Sequential cells grouped by signal name:
Scale: 6 px per um.
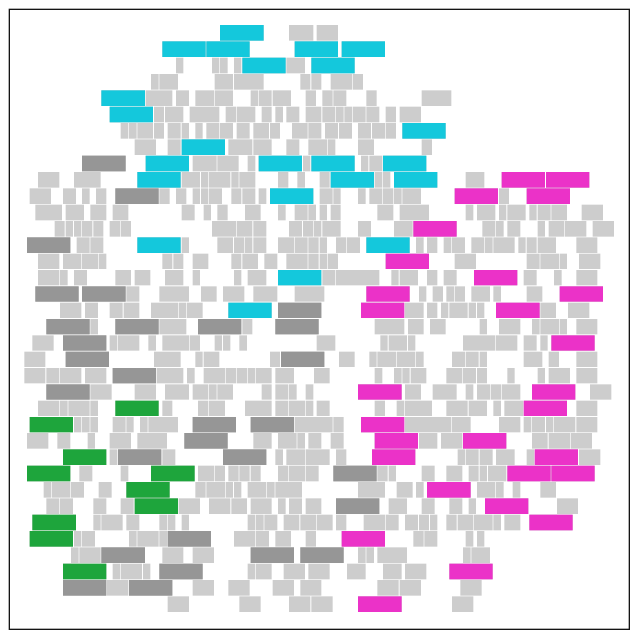
Metal layers overlaid:
Scale: 4 px per um. Only two layers are drawn.
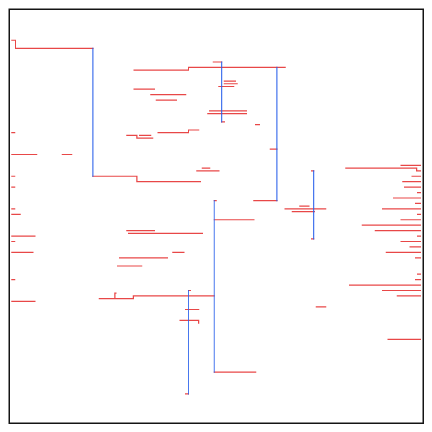
Cell outlines without signal wires:
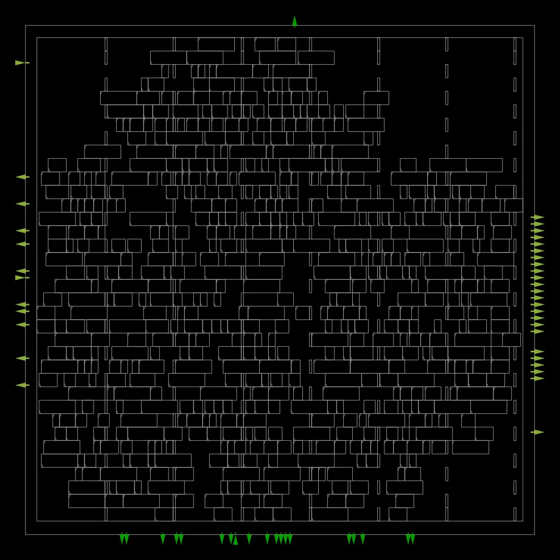
Wire density map:
Scale: 4 px per um. 21 x 21 tiles, from dark blue (low) to red (high), scaled to the fullest tile. Values are wire area over tile area, all layers added.
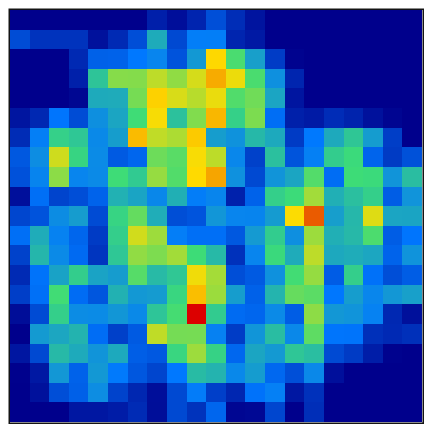
I/O nets highlighted:
Scale: 4 px per um.
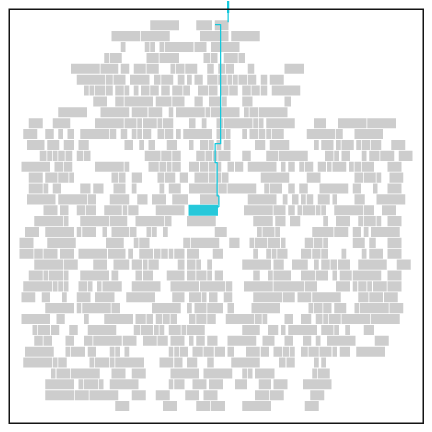
$ cat src/rtl/mole_sequencer_if.sv
// Bundle between the mole sequencer and the downstream mole/score stage.
// The master side is the sequencer; the slave side is the consumer that drives the start button.
interface mole_sequencer_if;
    logic        go;
    logic        mole_clk;
    logic [27:0] count;
    logic [3:0]  idle;
    logic [9:0]  random;
    logic        active;
    logic        done;
    logic [7:0]  rounds_left;

    modport master (
        input  go,
        output mole_clk, count, idle, random, active, done, rounds_left
    );

    modport slave (
        output go,
        input  mole_clk, count, idle, random, active, done, rounds_left
    );
endinterface

$ cat src/rtl/mole_sequencer.sv
// Round FSM (idle/play/over), mole interval timer, idle animation and 10-bit LFSR pattern source.
// Build macro MOLE_SPARSE_EN selects the ~25%-density mole pattern; undefined gives the raw LFSR.
module mole_sequencer #(
    parameter int         PERIOD   = 100_000_000,
    parameter int         IDLE_DIV = 5_000_000,
    parameter int         ROUNDS   = 30,
    parameter logic [9:0] SEED     = 10'h2A5
) (
    input  logic             clk,
    input  logic             rst,
    mole_sequencer_if.master bus
);
    localparam logic [27:0]      CNT_MAX     = 28'(PERIOD - 1);
    localparam int               DIV_W       = (IDLE_DIV > 1) ? $clog2(IDLE_DIV) : 1;
    localparam logic [DIV_W-1:0] DIV_MAX     = DIV_W'(IDLE_DIV - 1);
    localparam logic [7:0]       ROUNDS_INIT = 8'(ROUNDS);

    typedef enum logic [1:0] {
        S_IDLE,
        S_PLAY,
        S_OVER
    } state_e;

    state_e           state_q, state_d;
    logic             go_s_q, go_q;
    logic             go_start;
    logic [9:0]       lfsr_q, lfsr_d;
    logic [9:0]       pat;
    logic [DIV_W-1:0] div_q, div_d;
    logic [27:0]      count_q, count_d;
    logic [3:0]       idle_q, idle_d;
    logic [9:0]       random_q, random_d;
    logic             mole_clk_q, mole_clk_d;
    logic             active_q, active_d;
    logic             done_q, done_d;
    logic [7:0]       rounds_q, rounds_d;

    // go is sampled into go_s_q first, so the game starts two edges after go is seen high.
    assign go_start = go_s_q & ~go_q;

    assign lfsr_d = (lfsr_q == '0) ? SEED : {lfsr_q[8:0], lfsr_q[9] ^ lfsr_q[6]};

`ifdef MOLE_SPARSE_EN
    logic [9:0] sparse;
    logic [3:0] pick;

    assign sparse = lfsr_q & {lfsr_q[4:0], lfsr_q[9:5]};
    assign pick   = lfsr_q[3:0] % 4'd10;
    assign pat    = (sparse != '0) ? sparse : (10'b1 << pick);
`else
    assign pat = lfsr_q;
`endif

    always_comb begin
        // NOTE: every signal gets its default first so no path leaves one unassigned (no latches).
        state_d    = state_q;
        div_d      = div_q;
        count_d    = count_q;
        idle_d     = idle_q;
        random_d   = random_q;
        mole_clk_d = 1'b0;
        active_d   = active_q;
        done_d     = 1'b0;
        rounds_d   = rounds_q;

        unique case (state_q)
            S_IDLE: begin
                count_d = '0;
                if (go_start) begin
                    state_d    = S_PLAY;
                    mole_clk_d = 1'b1;
                    random_d   = pat;
                    rounds_d   = ROUNDS_INIT - 8'd1;
                    active_d   = 1'b1;
                    div_d      = '0;
                end else if (div_q == DIV_MAX) begin
                    div_d  = '0;
                    idle_d = (idle_q == 4'd9) ? 4'd0 : idle_q + 4'd1;
                end else begin
                    div_d = div_q + 1'b1;
                end
            end
            S_PLAY: begin
                if (count_q == CNT_MAX) begin
                    count_d = '0;
                    if (rounds_q != '0) begin
                        mole_clk_d = 1'b1;
                        random_d   = pat;
                        rounds_d   = rounds_q - 8'd1;
                    end else begin
                        state_d  = S_OVER;
                        done_d   = 1'b1;
                        active_d = 1'b0;
                        random_d = '0;
                    end
                end else begin
                    count_d = count_q + 28'd1;
                end
            end
            S_OVER: begin
                count_d  = '0;
                random_d = '0;
                if (go_start) begin
                    state_d = S_IDLE;
                    idle_d  = '0;
                    div_d   = '0;
                end
            end
            default: state_d = S_IDLE;
        endcase
    end

    // NOTE: state uses non-blocking assignments so every register samples pre-edge values.
    always_ff @(posedge clk) begin
        if (!rst) begin
            state_q    <= S_IDLE;
            go_s_q     <= 1'b1;
            go_q       <= 1'b1;
            lfsr_q     <= SEED;
            div_q      <= '0;
            count_q    <= '0;
            idle_q     <= '0;
            random_q   <= '0;
            mole_clk_q <= 1'b0;
            active_q   <= 1'b0;
            done_q     <= 1'b0;
            rounds_q   <= ROUNDS_INIT;
        end else begin
            state_q    <= state_d;
            go_s_q     <= bus.go;
            go_q       <= go_s_q;
            lfsr_q     <= lfsr_d;
            div_q      <= div_d;
            count_q    <= count_d;
            idle_q     <= idle_d;
            random_q   <= random_d;
            mole_clk_q <= mole_clk_d;
            active_q   <= active_d;
            done_q     <= done_d;
            rounds_q   <= rounds_d;
        end
    end

    assign bus.mole_clk    = mole_clk_q;
    assign bus.count       = count_q;
    assign bus.idle        = idle_q;
    assign bus.random      = random_q;
    assign bus.active      = active_q;
    assign bus.done        = done_q;
    assign bus.rounds_left = rounds_q;
endmodule

$ cat src/flat_wrapper.sv
// flat-port wrapper written by rule: the top's interface ports become plain ports
module mole_sequencer_flat 
#(
    parameter int         PERIOD   = 100_000_000,
    parameter int         IDLE_DIV = 5_000_000,
    parameter int         ROUNDS   = 30,
    parameter logic [9:0] SEED     = 10'h2A5
)
  (clk, rst, bus_go, bus_mole_clk, bus_count, bus_idle, bus_random, bus_active, bus_done, bus_rounds_left);
  mole_sequencer_if bus_i ();
  input  logic clk;
  input  logic rst;
  input wire logic [$bits(bus_i.go)-1:0] bus_go;
  output wire logic [$bits(bus_i.mole_clk)-1:0] bus_mole_clk;
  output wire logic [$bits(bus_i.count)-1:0] bus_count;
  output wire logic [$bits(bus_i.idle)-1:0] bus_idle;
  output wire logic [$bits(bus_i.random)-1:0] bus_random;
  output wire logic [$bits(bus_i.active)-1:0] bus_active;
  output wire logic [$bits(bus_i.done)-1:0] bus_done;
  output wire logic [$bits(bus_i.rounds_left)-1:0] bus_rounds_left;
  assign bus_i.go = bus_go;
  assign bus_mole_clk = bus_i.mole_clk;
  assign bus_count = bus_i.count;
  assign bus_idle = bus_i.idle;
  assign bus_random = bus_i.random;
  assign bus_active = bus_i.active;
  assign bus_done = bus_i.done;
  assign bus_rounds_left = bus_i.rounds_left;
  mole_sequencer #(.PERIOD(PERIOD), .IDLE_DIV(IDLE_DIV), .ROUNDS(ROUNDS), .SEED(SEED)) u_core (.clk(clk), .rst(rst), .bus(bus_i));
endmodule
$ cat config.mk
export PLATFORM = sky130hd
export DESIGN_NAME = mole_sequencer_flat
export DESIGN_NICKNAME = d
export VERILOG_FILES = /design/src/rtl/mole_sequencer_if.sv /design/src/rtl/mole_sequencer.sv /design/src/flat_wrapper.sv
export SDC_FILE = /design/constraint.sdc
export NUM_CORES = 1
export LEC_CHECK = 0
export CORE_MARGIN = 2
export CORE_UTILIZATION = 45
export DETAILED_ROUTE_END_ITERATION = 8
export PLACE_DENSITY = 0.7
export SYNTH_ARGS = -nofsm -noshare
export SYNTH_HDL_FRONTEND = slang
export SYNTH_SLANG_ARGS = --single-unit
$ cat constraint.sdc
create_clock -name clk -period 2.45 [get_ports clk]
set_input_delay 0.245 -clock clk [delete_from_list [all_inputs] [get_ports clk]]
set_output_delay 0.245 -clock clk [all_outputs]
set_load 0.03 [all_outputs]
==> results.sh <==
# source this file to load flow results
export IMPL_status="finished clean"
export IMPL_syn_area_um2=4419
export IMPL_max_freq_ghz=0.4430
export IMPL_finalCritPeriodShare=0.9213
export IMPL_hold_slack_ns=0.4449
export IMPL_cts_tree="yes"
export IMPL_fp_util=0.4585
export IMPL_placed_cell_area_um2=5299
export IMPL_rsz0062_at_grt="no"
export IMPL_hpwl_mm=7.470
export IMPL_grt_pass1_vias=3796
export IMPL_synth_chip_area_um2=4419
export IMPL_postSynthSeqShare=0.4077
export IMPL_synth_nets=535
export IMPL_startpoint="u_core.bus.count[19]"
export IMPL_clk_pin_slew_ns=0.09
export IMPL_clock_skew_final_ns=0.006849
export IMPL_reg2reg_from="u_core.bus.count[19]"
export IMPL_cp_required_ns=2.71
export IMPL_drive_gt1_frac=0.1043
export IMPL_grt_pass1_wl_mm=17.47
export IMPL_drtPass1Iterations=5
export IMPL_endpoint_kind="flip-flop"
export IMPL_crit_buf_inv=1
export IMPL_drc_errors=0
export IMPL_finalSetupTns_ns=0
export IMPL_pre_cts_slack_ns=0.1018
export IMPL_drv_slew=0
export IMPL_gp_congestion=0.8386
export IMPL_crit_path_start_kind="flip-flop"
export IMPL_chipArea_um2=10630
export IMPL_hp_class="in -> reg"
export IMPL_hold_viol=0
export IMPL_avgViaCountPerCell=5.479
export IMPL_pwr_density_cell_nw_per_um2=682.8
export IMPL_async_reset_ff_frac=0
export IMPL_power_leakage_nw=1.868
export IMPL_critPathTopFamily="simple AND/OR/NAND/NOR gates"
export IMPL_cts_buffers=9
export IMPL_h_tree_depth=3
export IMPL_fillers=919
export IMPL_period_needed_ns=2.257
export IMPL_gr_total_overflow=0
export IMPL_stdcell_area_um2=5479
export IMPL_antenna_left=0
export IMPL_die_x_um=103.1
export IMPL_final_cell_count_no_fill=737
export IMPL_ys_cells=521
export IMPL_peakVddDrop_mv=0.6180
export IMPL_largest_register_ffs=28
export IMPL_maxCapViolations=0
export IMPL_nNetsFinal=614
export IMPL_netlist_instances=521
export IMPL_comb_area_um2=2465
export IMPL_warning_count=32
export IMPL_ys_ff=90
export IMPL_critPathArrivalTime_ns=2.51
export IMPL_synth_avg_cell_area_um2=8.482
export IMPL_totalPowerFinal_mw=3.741
export IMPL_diodes=0
export IMPL_clk_latency_ns=0.36
export IMPL_edf_count=0
export IMPL_synth_warnings=0
export IMPL_flop_cell="dfxtp_1"
export IMPL_placedCellCount=721
export IMPL_path_max_fanout=9
export IMPL_syn2layout_area_growth_pct=23.98
export IMPL_drt_iter0_markers=234
export IMPL_antenna_found_initial=0
export IMPL_clockBufferDepth=2
export IMPL_setup_viol=0
export IMPL_path_class="reg -> reg"
export IMPL_max_stage_delay_ns=0.59
export IMPL_synth_distinct_cells=59
export IMPL_hp_start="bus_go"
export IMPL_crit_chain="or4b_1, nor4_4, buf_4, nand3_4, o31a_1, or3_1"
export IMPL_cts_root_buf="clkbuf_8"
export IMPL_max_slew_margin=0.5192
export IMPL_setup_ws_ns=0.1929
export IMPL_grt_max_degree=33
export IMPL_worstMarginPinSlew_ns=0.7212
export IMPL_cts_sinks=90
export IMPL_die_h_um=103.1
export IMPL_cp_slowest_cell="or4b_1"
-- 'sequential cells grouped by signal name' (at the start) --
u_core.bus.count: drawn in magenta, sequential cells 28. u_core.lfsr_q: drawn in green, sequential cells 10, where bottom left. u_core.div_q: drawn in cyan, sequential cells 23.
Another 29 sequential cells are not colored.
Register Area: 1802 um2
flip-flop and latch share of the layout cell area: 0.3288

-- 'metal layers overlaid' (at the start) --
metal 3: drawn in red, wire length 479 um. metal 4: drawn in blue, wire length 166 um.
DR WL/cell: 14.04 um
via count: 4,038
DRT Wirelength: 10.35 mm

-- 'cell outlines without signal wires' (at the start) --
Util after Layout: 0.5684
Seq Cell Count: 90
tapcell count: 133
floorplan row count: 36
Core ar.: 9639 um2

-- 'wire density map' (at the start) --
The fullest tile reaches 0.57. The mean over all tiles is 0.15. The emptiest ninth of the die: top right. 16% of the tiles are over half the peak. 18% of the tiles are nearly empty.
Overall Global Routing Usage: 0.2057

-- 'I/O nets highlighted' (at the start) --
bus_mole_clk: drawn in cyan, bits 1, direction output, edge top, end cells 1, wire 52.4 um.
io pins: 56
# port buffers: 55

[worst reg2reg max path: cells and delay by family (launching register included)]
| family | cells | cell delay [ns] |
|---|---|---|
| flops | 1 | 0.39 |
| compound gates | 1 | 0.29 |
| simple gates | 4 | 1.30 |
| buf+inv | 1 | 0.19 |
[routing by layer]
metal | vias to the layer above | GRT usage | wire [um] | share of wire
met5 | - | 0 | 0 | 0
met4 | 0 | 0.07186 | 165 | 0.016
met3 | 16 | 0.04271 | 478 | 0.046
met2 | 108 | 0.3352 | 4825 | 0.47
met1 | 1906 | 0.2711 | 4876 | 0.47
li1 | 2008 | - | - | -
[cell usage in the layout (no fill, tap or decap), types with 2 or more instances in the layout]
cell type / n
dfxtp_1: 90
nand2_1: 64
nor2_1: 58
clkdlybuf4s50_1: 55
buf_4: 32
xnor2_1: 29
a21oi_1: 23
nand3_1: 22
inv_1: 18
nand4_1: 17
mux2i_1: 17
nor4_1: 16
nor3_1: 12
nand2b_1: 11
ha_1: 11
or3_1: 10
a31oi_1: 10
clkbuf_8: 9
or4_1: 8
and2_1: 7
xor2_1: 7
o21ai_1: 6
or2_2: 6
o21ai_0: 5
o31ai_1: 4
and3_1: 4
or4b_1: 3
o32ai_1: 3
nor2b_1: 3
nand4bb_1: 3
nand4b_1: 3
clkinv_2: 3
o211a_1: 2
or4_4: 2
nor4bb_1: 2
o211ai_1: 2
a22oi_1: 2
clkinv_4: 2
[timing repair]
| action | in CTS | in global routing |
|---|---|---|
| endpoints found under the setup margin | 0 | 16 |
| resized | 0 | 2 |
| hold buffers | 0 | 0 |
| setup buffers | 0 | 1 |
[area by class of cell]
class                           instances  area share
Timing Repair Buffer                   88      0.1480
Tap cell                              133     0.03037
Clock buffer                            9     0.02261
Multi-Input combinational cell        393      0.4499
Clock inverter                          6    0.007993
Inverter                               18     0.01233
Sequential cell                        90      0.3288
[kinds of logic after synthesis]
group | share of synthesized area
mux | 0.03850
fa+ha+maj | 0.03114
buf+inv | 0.03567
simple gates | 0.3160
compound gates | 0.09966
flops | 0.4077
xor+xnor | 0.07135
[final timing paths]
kind	end	slack [ns]	cells after the start
worst max-delay path	u_core.bus.rounds_left[3]	0.19	6
worst min-delay path	u_core.go_s_q	0.44	2
worst max register to register	u_core.bus.rounds_left[3]	0.19	6
worst min register to register	u_core.bus.random[1]	0.47	2
[Yosys cell counts (all sizes together) (6+ instances only)]
library cell / count / area [um2]
a21oi: 23 / 115.1
a31oi: 10 / 62.56
and2: 7 / 43.79
buf: 7 / 41.29
clkbuf: 13 / 48.80
dfxtp: 90 / 1802
ha: 11 / 137.6
inv: 18 / 67.56
mux2i: 17 / 170.2
nand2: 64 / 240.2
nand2b: 11 / 68.82
nand3: 23 / 127.6
nand4: 17 / 106.4
nor2: 58 / 217.7
nor3: 12 / 60.06
nor4: 18 / 133.9
o21ai: 12 / 63.81
or2: 6 / 37.54
or3: 10 / 62.56
or4: 10 / 78.82
xnor2: 29 / 254.0
xor2: 7 / 61.31
[power by group]
part           switching [mW]  internal (mW)
combinational           0.692          0.476
clock                   0.548          0.368
sequential             0.0880           1.57
total                    1.33           2.41
